**M2 wires**

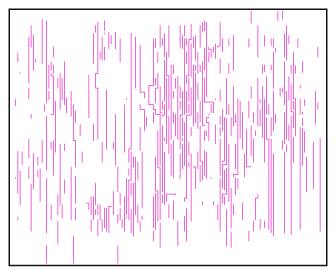
**Met1 routing**

Cells faint in the background.
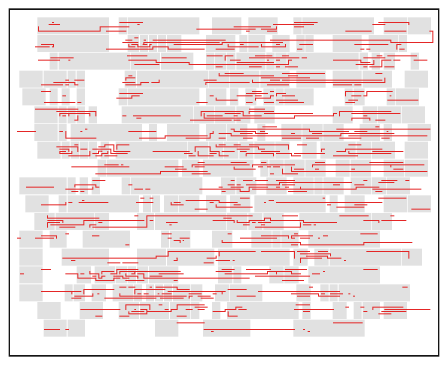
**Track usage over the die**

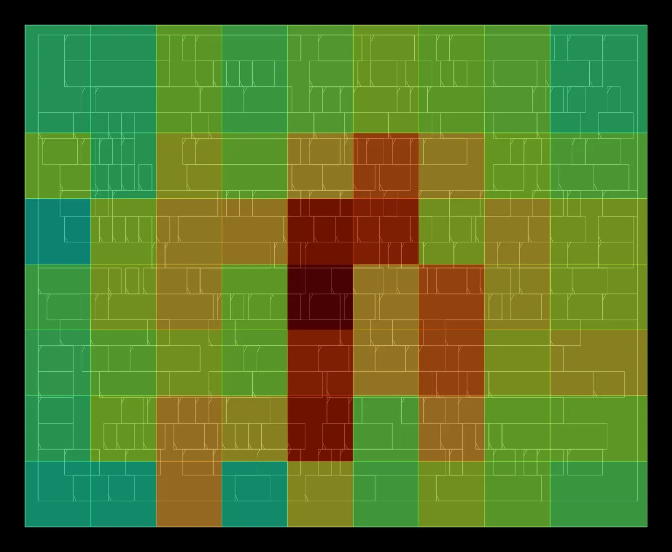
==> config.mk <==
export PLATFORM = sky130hd
export DESIGN_NAME = hazard_scoreboard_flat
export DESIGN_NICKNAME = d
export VERILOG_FILES = /design/src/rtl/hazard_scoreboard_pkg.sv /design/src/rtl/hazard_scoreboard_if.sv /design/src/rtl/hazard_md_counter.sv /design/src/rtl/hazard_scoreboard.sv /design/src/flat_wrapper.sv
export SDC_FILE = /design/constraint.sdc
export NUM_CORES = 1
export LEC_CHECK = 0
export CAP_MARGIN = 20
export CORE_ASPECT_RATIO = 0.8
export CORE_UTILIZATION = 57
export CTS_CLUSTER_DIAMETER = 80
export DETAILED_ROUTE_END_ITERATION = 10
export PLACE_DENSITY_LB_ADDON = 0.1
export SLEW_MARGIN = 40
export SYNTH_ARGS = -nofsm -noshare
export SYNTH_HDL_FRONTEND = slang
export SYNTH_HIERARCHICAL = 1
export SYNTH_SLANG_ARGS = --single-unit
export TNS_END_PERCENT = 30
==> constraint.sdc <==
create_clock -name clk -period 4.1 [get_ports clk]
set_input_delay 0.82 -clock clk [delete_from_list [all_inputs] [get_ports clk]]
set_output_delay 0.82 -clock clk [all_outputs]
set_load 0.05 [all_outputs]
==> out/qor.yml <==
power_and_ir_drop:
  clkPwrFrac_pct: 18.2
  pwr-share-comb_pct: 36.3
  pg_comb_uw: 301
  intPower_uw: 554.4
  power_leader: "sequential cells"
  powerSeq_uw: 377
  power.switching_uw: 273.8
  power_uw: 828.2
logic_synthesis:
  ys_area_um2: 1833
  mux_share_pct: 0
  ys_cells: 175
  async_flop_share_pct: 0
  aoi_share_pct: 5.119
  synthesis.area_um2: 1833
  synthFlopType: "edfxtp_1"
  synth-simple-area-share_pct: 22.46
sta:
  layout_setup_ws_ns: 0.3481
  tns_ns: 0
  rsz0062_at_grt: "false"
  finalHoldViolCount: 0
routing:
  met1Wirelength_um: 1622
  drtIter0Drc: 54
  antenna_left: 0
  drtPass1Iterations: 4
  route.detailed.drc: 0
clock_tree:
  cts_root_buf: "clkbuf_8"
  clk_path_buf_depth: 2
  clk_pin_slew_worst_paths_ns: 0.09
  cts_tree: "yes"
  cts_made_buffers: 3
  holdBufCountCts: 0
place:
  dp_hpwl_um: 3013
layout:
  n_all_inverters: 15
  n_antenna_cell: 0
  syn_to_final_growth_pct: 27.17
  buffer_area_share_pct: 13.63
  buffers_excl_clock: 31
  ff_count: 28
  logic_area_um2: 1061
  num-fill-cells: 219
  clock_area_share_pct: 1.932
worst_setup_path:
  crit_arrival_ns: 2.93
  worst-path-stages: 10
  crit_path_cell_trace: "clkdlybuf4s50_1, inv_1, ha_1, nand2_1, nand4_1, nor4_1, o221ai_2, nand4_4, and3b_1, buf_12"
  worstSetupPathType: "primary input to output port"
  critical_path.max_stage_delay_ns: 0.45
grt:
  met3_usage_pct: 3.261
  grt_pass1_vias: 1314
  grt_overflow: 0
floorplan:
  pin_count: 31
  rows: 18
worst_hold_path:
  min_delay_path_depth: 1
  hold_class: "register to register"
outcome:
  status: "finished, final reports clean"
Back to the opening pictures, 'M2 wires':
main direction = vertical
wire length on this layer = 1790 um
share of all routed wire = 49%
nets with wire on the layer = 243
GR met2 Demand/Resource: 40.72%
Detailed Route WL: 3682 um
Vias: 1454

Back to the opening pictures, 'met1 routing':
wire length on this layer = 1620 um
main direction = horizontal
share of all routed wire = 44%
nets with wire on the layer = 241
global routing usage on met1: 27.75%

Back to the opening pictures, 'track usage over the die':
Util after Layout: 75.55%
grt peak-use layer: met2
GR Util All Layers: 22.79%

No activity file was given, so power comes from the tool's default toggle rates.
